`src/rtl/seg7_pkg.sv`:
```
// seg7_pkg: segment codes, invalid-digit code and reader FSM states.
// Segment order is {a,b,c,d,e,f,g}, active-low.
package seg7_pkg;

  localparam logic [6:0] SEG_0     = 7'b0000001;
  localparam logic [6:0] SEG_1     = 7'b1001111;
  localparam logic [6:0] SEG_2     = 7'b0010010;
  localparam logic [6:0] SEG_3     = 7'b0000110;
  localparam logic [6:0] SEG_4     = 7'b1001100;
  localparam logic [6:0] SEG_5     = 7'b0100100;
  localparam logic [6:0] SEG_6     = 7'b0100000;
  localparam logic [6:0] SEG_7     = 7'b0001111;
  localparam logic [6:0] SEG_8     = 7'b0000000;
  localparam logic [6:0] SEG_9     = 7'b0001100;
  localparam logic [6:0] SEG_BLANK = 7'b1111111;
  localparam logic [6:0] SEG_A     = 7'b0001000;
  localparam logic [6:0] SEG_B     = 7'b1100000;
  localparam logic [6:0] SEG_C     = 7'b0110001;
  localparam logic [6:0] SEG_D     = 7'b1000010;
  localparam logic [6:0] SEG_E     = 7'b0110000;
  localparam logic [6:0] SEG_F     = 7'b0111000;

  localparam logic [3:0] BCD_INVALID = 4'hF;

  typedef enum logic [1:0] {
    IDLE,
    SETTLE,
    CAPTURED
  } seg7_state_t;

endpackage

```
`src/rtl/seg7_pattern_decode.sv`:
```
// seg7_pattern_decode: combinational active-low segment pattern -> digit.
// Ports: i_seg_n in, o_digit/o_blank/o_err out. Hex A..F when SEG7_READER_HEX_EN.
module seg7_pattern_decode
  import seg7_pkg::*;
(
  input  logic [6:0] i_seg_n,
  output logic [3:0] o_digit,
  output logic       o_blank,
  output logic       o_err
);

  always_comb begin
    o_digit = BCD_INVALID;
    o_blank = 1'b0;
    o_err   = 1'b0;
    unique case (i_seg_n)
      SEG_0:     o_digit = 4'd0;
      SEG_1:     o_digit = 4'd1;
      SEG_2:     o_digit = 4'd2;
      SEG_3:     o_digit = 4'd3;
      SEG_4:     o_digit = 4'd4;
      SEG_5:     o_digit = 4'd5;
      SEG_6:     o_digit = 4'd6;
      SEG_7:     o_digit = 4'd7;
      SEG_8:     o_digit = 4'd8;
      SEG_9:     o_digit = 4'd9;
      SEG_BLANK: o_blank = 1'b1;
`ifdef SEG7_READER_HEX_EN
      SEG_A:     o_digit = 4'hA;
      SEG_B:     o_digit = 4'hB;
      SEG_C:     o_digit = 4'hC;
      SEG_D:     o_digit = 4'hD;
      SEG_E:     o_digit = 4'hE;
      SEG_F:     o_digit = 4'hF;
`endif
      default:   o_err   = 1'b1;
    endcase
  end

endmodule

```
`src/rtl/seg7_frame_reader.sv`:
```
// seg7_frame_reader: snoops a muxed active-low 7-seg bus (seg_n, an_n), debounces
// each digit, rebuilds a frame and offers it on frame_valid/frame_ready with
// bcd_out, blank_mask, err_mask and sticky overrun. Hex decode: SEG7_READER_HEX_EN.
module seg7_frame_reader
  import seg7_pkg::*;
#(
  parameter int NUM_DIGITS    = 4,
  parameter int STABLE_CYCLES = 8,
  parameter int CNT_W         = $clog2(STABLE_CYCLES + 1)
) (
  input  logic                    clk,
  input  logic                    rst_n,
  input  logic [6:0]              seg_n,
  input  logic [NUM_DIGITS-1:0]   an_n,
  input  logic                    frame_ready,
  output logic                    frame_valid,
  output logic [4*NUM_DIGITS-1:0] bcd_out,
  output logic [NUM_DIGITS-1:0]   blank_mask,
  output logic [NUM_DIGITS-1:0]   err_mask,
  output logic                    overrun
);

  localparam int IDX_W = (NUM_DIGITS > 1) ? $clog2(NUM_DIGITS) : 1;

  logic [6:0]            r_seg_s1, r_seg_s2;
  logic [NUM_DIGITS-1:0] r_an_s1, r_an_s2;

  // Idle bus (all lines high) is the reset value, so no spurious strobe.
  always_ff @(posedge clk or negedge rst_n) begin
    if (!rst_n) begin
      r_seg_s1 <= '1;
      r_seg_s2 <= '1;
      r_an_s1  <= '1;
      r_an_s2  <= '1;
    end else begin
      r_seg_s1 <= seg_n;
      r_seg_s2 <= r_seg_s1;
      r_an_s1  <= an_n;
      r_an_s2  <= r_an_s1;
    end
  end

  logic [NUM_DIGITS-1:0] w_an;
  logic                  w_onehot;
  logic [IDX_W-1:0]      w_idx;

  assign w_an     = ~r_an_s2;
  assign w_onehot = (w_an != '0) &&
                    ((w_an & (w_an - NUM_DIGITS'(1))) == '0);

  always_comb begin
    w_idx = '0;
    for (int i = 0; i < NUM_DIGITS; i++) begin
      if (w_an[i]) w_idx = IDX_W'(i);
    end
  end

  seg7_state_t      r_state, w_state_nxt;
  logic [IDX_W-1:0] r_idx, w_idx_nxt;
  logic [6:0]       r_pat, w_pat_nxt;
  logic [CNT_W-1:0] r_cnt, w_cnt_nxt;
  logic             w_capture;
  logic             w_same;

  assign w_same = (w_idx == r_idx) && (r_seg_s2 == r_pat);

  always_ff @(posedge clk or negedge rst_n) begin
    if (!rst_n) begin
      r_state <= IDLE;
      r_idx   <= '0;
      r_pat   <= SEG_BLANK;
      r_cnt   <= '0;
    end else begin
      r_state <= w_state_nxt;
      r_idx   <= w_idx_nxt;
      r_pat   <= w_pat_nxt;
      r_cnt   <= w_cnt_nxt;
    end
  end

  always_comb begin
    w_state_nxt = r_state;
    w_idx_nxt   = r_idx;
    w_pat_nxt   = r_pat;
    w_cnt_nxt   = r_cnt;
    w_capture   = 1'b0;
    unique case (r_state)
      IDLE: begin
        if (w_onehot) begin
          w_state_nxt = SETTLE;
          w_idx_nxt   = w_idx;
          w_pat_nxt   = r_seg_s2;
          w_cnt_nxt   = CNT_W'(1);
        end
      end
      SETTLE: begin
        if (!w_onehot) begin
          w_state_nxt = IDLE;
          w_cnt_nxt   = '0;
        end else if (w_same) begin
          // This sample is the STABLE_CYCLES-th identical one.
          if (r_cnt == CNT_W'(STABLE_CYCLES - 1)) begin
            w_capture   = 1'b1;
            w_state_nxt = CAPTURED;
            w_cnt_nxt   = CNT_W'(STABLE_CYCLES);
          end else begin
            w_cnt_nxt = r_cnt + CNT_W'(1);
          end
        end else begin
          w_idx_nxt = w_idx;
          w_pat_nxt = r_seg_s2;
          w_cnt_nxt = CNT_W'(1);
        end
      end
      CAPTURED: begin
        if (!w_onehot) begin
          w_state_nxt = IDLE;
          w_cnt_nxt   = '0;
        end else if (!w_same) begin
          w_state_nxt = SETTLE;
          w_idx_nxt   = w_idx;
          w_pat_nxt   = r_seg_s2;
          w_cnt_nxt   = CNT_W'(1);
        end
      end
      default: begin
        w_state_nxt = IDLE;
        w_cnt_nxt   = '0;
      end
    endcase
  end

  logic [3:0] w_dec_digit;
  logic       w_dec_blank;
  logic       w_dec_err;

  seg7_pattern_decode u_dec (
    .i_seg_n (r_pat),
    .o_digit (w_dec_digit),
    .o_blank (w_dec_blank),
    .o_err   (w_dec_err)
  );

  logic [4*NUM_DIGITS-1:0] r_stage_bcd;
  logic [NUM_DIGITS-1:0]   r_stage_blank;
  logic [NUM_DIGITS-1:0]   r_stage_err;
  logic [NUM_DIGITS-1:0]   r_seen;
  logic [NUM_DIGITS-1:0]   w_cap_sel;
  logic                    w_complete;

  always_comb begin
    w_cap_sel = '0;
    for (int i = 0; i < NUM_DIGITS; i++) begin
      w_cap_sel[i] = w_capture && (r_idx == IDX_W'(i));
    end
  end

  assign w_complete = &r_seen;

  always_ff @(posedge clk or negedge rst_n) begin
    if (!rst_n) begin
      r_stage_bcd   <= '1;
      r_stage_blank <= '0;
      r_stage_err   <= '0;
      r_seen        <= '0;
    end else begin
      for (int i = 0; i < NUM_DIGITS; i++) begin
        if (w_cap_sel[i]) begin
          r_stage_bcd[4*i +: 4] <= w_dec_digit;
          r_stage_blank[i]      <= w_dec_blank;
          r_stage_err[i]        <= w_dec_err;
        end
      end
      // A completed frame releases seen; a same-cycle capture still counts.
      r_seen <= (w_complete ? '0 : r_seen) | w_cap_sel;
    end
  end

  logic                    r_valid;
  logic [4*NUM_DIGITS-1:0] r_bcd;
  logic [NUM_DIGITS-1:0]   r_blank;
  logic [NUM_DIGITS-1:0]   r_err;
  logic                    r_ovr;
  logic                    w_out_free;
  logic                    w_load;

  assign w_out_free = !r_valid || frame_ready;
  assign w_load     = w_complete && w_out_free;

  always_ff @(posedge clk or negedge rst_n) begin
    if (!rst_n) begin
      r_valid <= 1'b0;
      r_bcd   <= '1;
      r_blank <= '0;
      r_err   <= '0;
      r_ovr   <= 1'b0;
    end else begin
      if (w_load) begin
        r_valid <= 1'b1;
        r_bcd   <= r_stage_bcd;
        r_blank <= r_stage_blank;
        r_err   <= r_stage_err;
      end else if (r_valid && frame_ready) begin
        r_valid <= 1'b0;
      end
      if (w_complete && !w_out_free) r_ovr <= 1'b1;
    end
  end

  assign frame_valid = r_valid;
  assign bcd_out     = r_bcd;
  assign blank_mask  = r_blank;
  assign err_mask    = r_err;
  assign overrun     = r_ovr;

endmodule

```
`config.mk`:
```
export PLATFORM = sky130hd
export DESIGN_NAME = seg7_frame_reader
export DESIGN_NICKNAME = d
export VERILOG_FILES = /design/src/rtl/seg7_pkg.sv /design/src/rtl/seg7_pattern_decode.sv /design/src/rtl/seg7_frame_reader.sv
export SDC_FILE = /design/constraint.sdc
export NUM_CORES = 1
export LEC_CHECK = 0
export CAP_MARGIN = 25
export CORE_UTILIZATION = 56
export CTS_CLUSTER_DIAMETER = 80
export DETAILED_ROUTE_END_ITERATION = 8
export PLACE_DENSITY_LB_ADDON = 0.2
export SYNTH_ARGS = -nofsm -noshare
export SYNTH_HDL_FRONTEND = slang
export SYNTH_SLANG_ARGS = --single-unit
export TNS_END_PERCENT = 1
```
`constraint.sdc`:
```
create_clock -name clk -period 2.7 [get_ports clk]
set_input_delay 0.81 -clock clk [delete_from_list [all_inputs] [get_ports clk]]
set_output_delay 0.81 -clock clk [all_outputs]
set_load 0.02 [all_outputs]
```
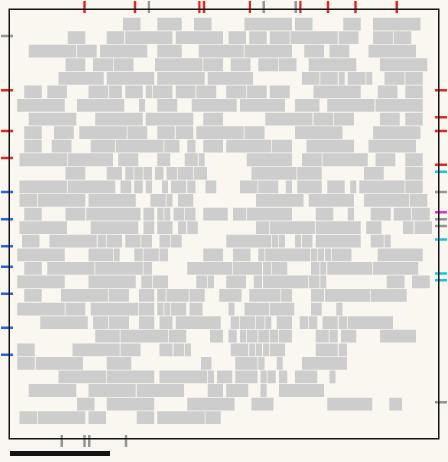
Fig. 1. Pin placement (run 1).
Scale bar: 20 µm. Pins as bars across the die edge, other pins in grey.
err_mask -> cyan  # pins 4, direction output, edge right
overrun -> magenta  # pins 1, direction output, edge right
bcd_out -> red  # pins 16, direction output, edge 9 top, 4 right, 3 left
seg_n -> blue  # pins 7, direction input, edge left
all pins by edge = 13 right, 12 top, 11 left, 4 bottom
Die W: 85.77 µm
die height: 85.77 µm
I/O Buffers: 39

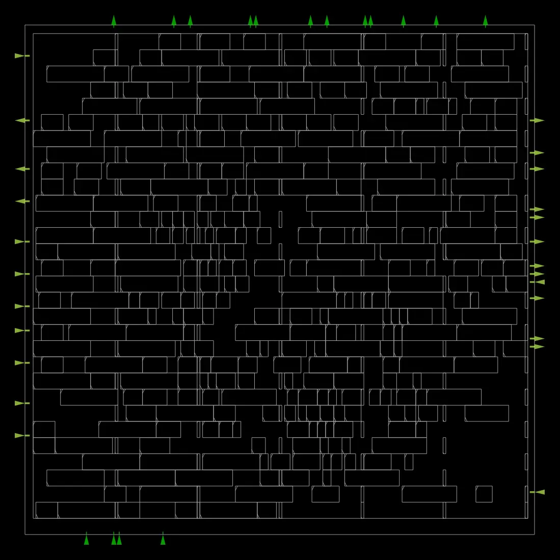
Fig. 2. Placed standard cells (run 1).
Fillers: 497
flop share of the area: 0.5073
# rows: 30
core area: 6794 µm²

==> flow_summary_export.csv, run 1 <==
group,metric,value,unit
sta,slew_headroom,0.6407,
power_and_ir_drop,power,3.292,mW
grt,overflow,0,
critical_path,crit_cells,1,
critical_path,slowest_stage,"clkdlybuf4s50_1",
synth,synth_warnings,0,
grt,grt_pass1_vias,2307,
cells_and_area,buffers,44,
sta,period_minus_slack,2328,ps
route,drtIter0Drc,93,
critical_path,cp_cell_sequence,"clkdlybuf4s50_1",
grt,track_usage,0.2013,
route,wl,6498,µm
synth,synth_adder_area_share,0.01592,
route,viasPerCell,5.384,
clock_network,cts_buffers,9,
place,place_area,4419,µm²
cells_and_area,seqCellArea,2354,µm²
sta,worstMarginPinSlew,539.0,ps
synth,ys_sh_mux,0.1522,
min_path,hold_depth,0,
synth,yosys_area,3930,µm²
cells_and_area,diodes,0,
die,dieArea,7356,µm²
place,gp_congestion,0.8914,
critical_path,worst-r2r-cell-count,6,
run,openroad.warnings,29,
synth,synthFlopType,"dfstp_2",
grt,grt_use_met1,0.2793,
critical_path,path_max_fanout,2,
outcome,status,"complete, no violations",
sta,whs,353.5,ps
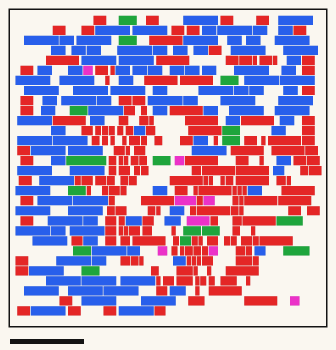
Fig. 3. Cell sizes after repair (run 1).
Scale bar: 20 µm.
drive 2 -> blue  # cells 117
drive 3 to 4 -> magenta  # cells 8
drive 6 and up -> green  # cells 16
drive 1 or less -> red  # cells 203
Final WS setup: 371.9 ps
Area Growth Syn to Fin: 18.05%

==> run 1: power breakdown <==
part / internal (mW) / switching [mW] / total, mW / leakage [nW]
clock network: 0.509 / 0.474 / 0.983 / 0.109
registers: 1.52 / 0.208 / 1.73 / 1.04
logic: 0.275 / 0.308 / 0.583 / 0.849
total: 2.30 / 0.990 / 3.29 / 2.00
==> run 1: Yosys cell counts (all sizes together), types with 5 or more instances <==
master	instances	share of area
nor3	8	0.014
mux2	46	0.13
nand3	5	0.0096
o21ai	11	0.014
xor2	7	0.016
buf	11	0.018
a21oi	6	0.0076
nand2	19	0.018
ha	5	0.016
dfstp	61	0.41
dfrtp	30	0.19
mux2i	8	0.020
inv	13	0.012
nor2	9	0.0086
==> run 1: layout by cell type (no fill, tap or decap), drive strengths merged, types with 2 or more instances in the layout <==
cell type      synthesis  layout
and2                   2       2
buf                   11       6
dfrtp                 30      30
clkdlybuf4s50          0      38
nor3                   8       8
nor2b                  4       4
o21ai                 11      11
mux2i                  8       8
and3                   2       2
a31oi                  3       3
nand3b                 4       4
o2bb2ai                2       2
nand2b                 4       4
a21oi                  6       6
nor2                   9       9
nand4b                 2       2
clkbuf                 3      12
nand4                  3       3
xor2                   7       7
ha                     5       5
mux2                  46      46
inv                   13      14
dfstp                 61      61
nand3                  5       5
nand2                 19      19
nor4                   2       2
nor3b                  2       2
o22ai                  2       2
xnor2                  4       4
or3                    2       2
o211ai                 2       2
==> run 1: kinds of logic after synthesis <==
logic type | after synthesis
buffers and inverters | 27
and+or+nand+nor | 71
DFF | 91
muxes | 54
adders and majority gates | 5
AOI/OAI and AO/OA | 39
xor gates and xnor gates | 11
Fig. 4: run 1, M3 wires
Scale bar: 20 µm.
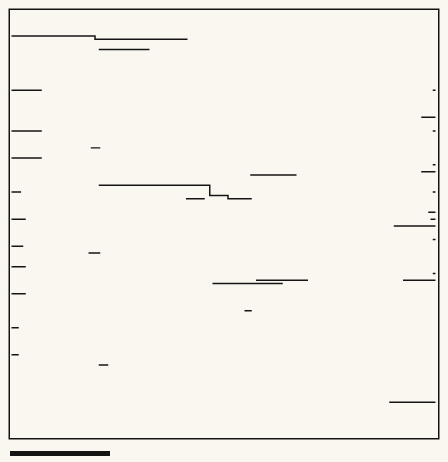

==> run 2, diff against run 1 <==
--- a/config.mk
+++ b/config.mk
@@ -10,6 +10,7 @@
 export CTS_CLUSTER_DIAMETER = 80
 export DETAILED_ROUTE_END_ITERATION = 8
 export PLACE_DENSITY_LB_ADDON = 0.2
+export SETUP_SLACK_MARGIN = 0.3
 export SYNTH_ARGS = -nofsm -noshare
 export SYNTH_HDL_FRONTEND = slang
 export SYNTH_SLANG_ARGS = --single-unit
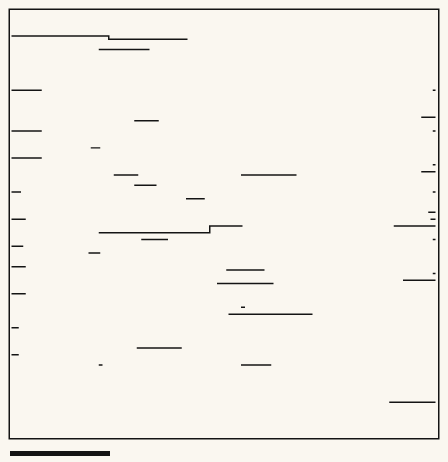
Fig. 5. M3 wires (run 2).
Scale bar: 20 µm.
main direction = horizontal
nets with wire on the layer = 33
longest straight run = 22.1 µm
share of all routed wire = 3.4%
wire length on this layer = 224 µm
met3 usage: 0.04042
vias after detailed routing: 2397
total wire length: 6582 µm

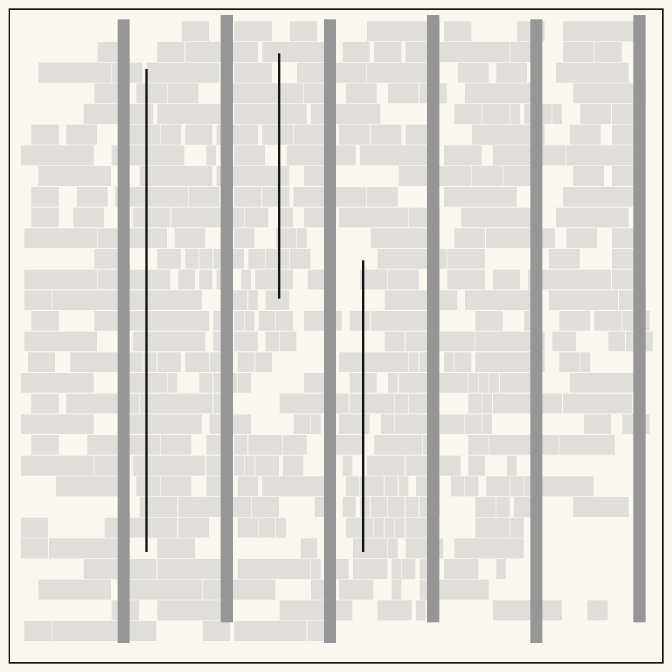
Fig. 6. The metal 4 layer (run 2).
Supply wires on this layer in grey. Cells faint in the background.
nets with wire on the layer = 2
wire length on this layer = 133 µm
main direction = vertical
longest straight run = 63.2 µm
share of all routed wire = 2.0%

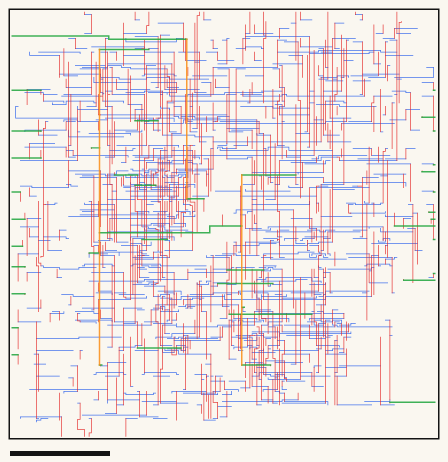
Fig. 7. Signal wires by layer (run 2).
Scale bar: 20 µm.
met3 -> green  # wire length 224 µm
met2 -> red  # wire length 3110 µm
met1 -> blue  # wire length 3120 µm
met4 -> orange  # wire length 133 µm
All-Layer GR Usage: 0.2013
Wirelength per Cell: 14.93 µm

==> flow_summary_export.csv, run 2 <==
group,metric,value,unit
critical_path,path_max_fanout,2,
power_and_ir_drop,powerDensity,707.2,nW/µm²
sta,worstMarginPinSlew,544.0,ps
critical_path,crit_cells,1,
die,dieArea,7356,µm²
critical_path,cp_cell_sequence,"clkdlybuf4s50_1",
power_and_ir_drop,power,3.295,mW
place,gp_congestion,0.8914,
synth,yosys_area,3930,µm²
cells_and_area,syn2layout_area_growth,18.56,%
sta,whs,352.1,ps
synth,netlist_top_cells_area,"dfstp_2, dfrtp_1, mux2_2",
place,port_buffers,39,
die,die_h,85.77,µm
die,placementRows,30,
outcome,status,"complete, no violations",
sta,slew_headroom,0.6374,
cells_and_area,diodes,0,
die,core-area,6794,µm²
sta,worst_slack,369.0,ps
cells_and_area,n_fill_cell,496,
cells_and_area,final_cell_mix,"dfstp_2, mux2_2, clkdlybuf4s50_1",
grt,antenna_found_initial,0,
grt,overflow,0,
clock_network,cts_buffers,9,
route,drtIter0Drc,95,
critical_path,worst-r2r-cell-count,7,
cells_and_area,lay_top_count,"dfstp_2",
synth,largest_area_cell,"dfstp_2",
min_path,min_path_type,"flop to flop",
synth,yosysMostFrequentCell,"dfstp_2",
synth,synthFlopType,"dfstp_2",
route,viasPerCell,5.435,
clock_network,path_clk_slew,90,ps
synth,top_cell_area_share,0.4078,
run 2: cell families (layout without fill, tap and decap cells):
group                    after synthesis  in the layout  synth area share
flip-flops                            91             91            0.5989
buffers and inverters                 27             74           0.03375
AND/OR/NAND/NOR                       71             71            0.1070
adder cells (fa/ha/maj)                5              5           0.01592
multiplexers                          54             54            0.1522
XOR/XNOR                              11             11           0.02451
AND-OR/OR-AND                         39             39           0.06782
run 2: how the worst min path moves through the flow:
stage	slack, ps	endpoint	cells after the start
after floorplan	350	r_an_s2[0]	0
after global placement	350	r_an_s2[0]	0
after detailed placement	350	r_seg_s2[5]	0
after CTS	360	r_seg_s2[5]	0
after global routing	360	r_seg_s2[4]	0
final	350	r_an_s2[1]	0
run 2: final cells by class:
type,instances,area (µm²),share of cell area
Clock buffer,12,165.2,0.03545
Clock inverter,4,55.05,0.01182
Inverter,13,48.80,0.01047
Multi-Input combinational cell,180,1446,0.3104
Sequential cell,91,2354,0.5051
Tap cell,96,120.1,0.02578
Timing Repair Buffer,45,470.5,0.1010
run 2: power by group:
part	switching [mW]	internal (mW)	total [mW]	leakage, nW
Combinational	0.309	0.275	0.584	0.858
Sequential	0.208	1.52	1.73	1.04
Clock	0.476	0.509	0.985	0.109
Total	0.994	2.30	3.30	2.01
run 2: layer usage:
metal | up-vias | wire length [µm] | GRT usage
met5 | - | 0 | 0
met4 | 0 | 133 | 0.09091
met3 | 11 | 223 | 0.04042
met2 | 49 | 3107 | 0.3098
met1 | 1203 | 3117 | 0.2793
li1 | 1134 | - | -
Power figures rest on the tool's default switching activity, not on a simulated workload.
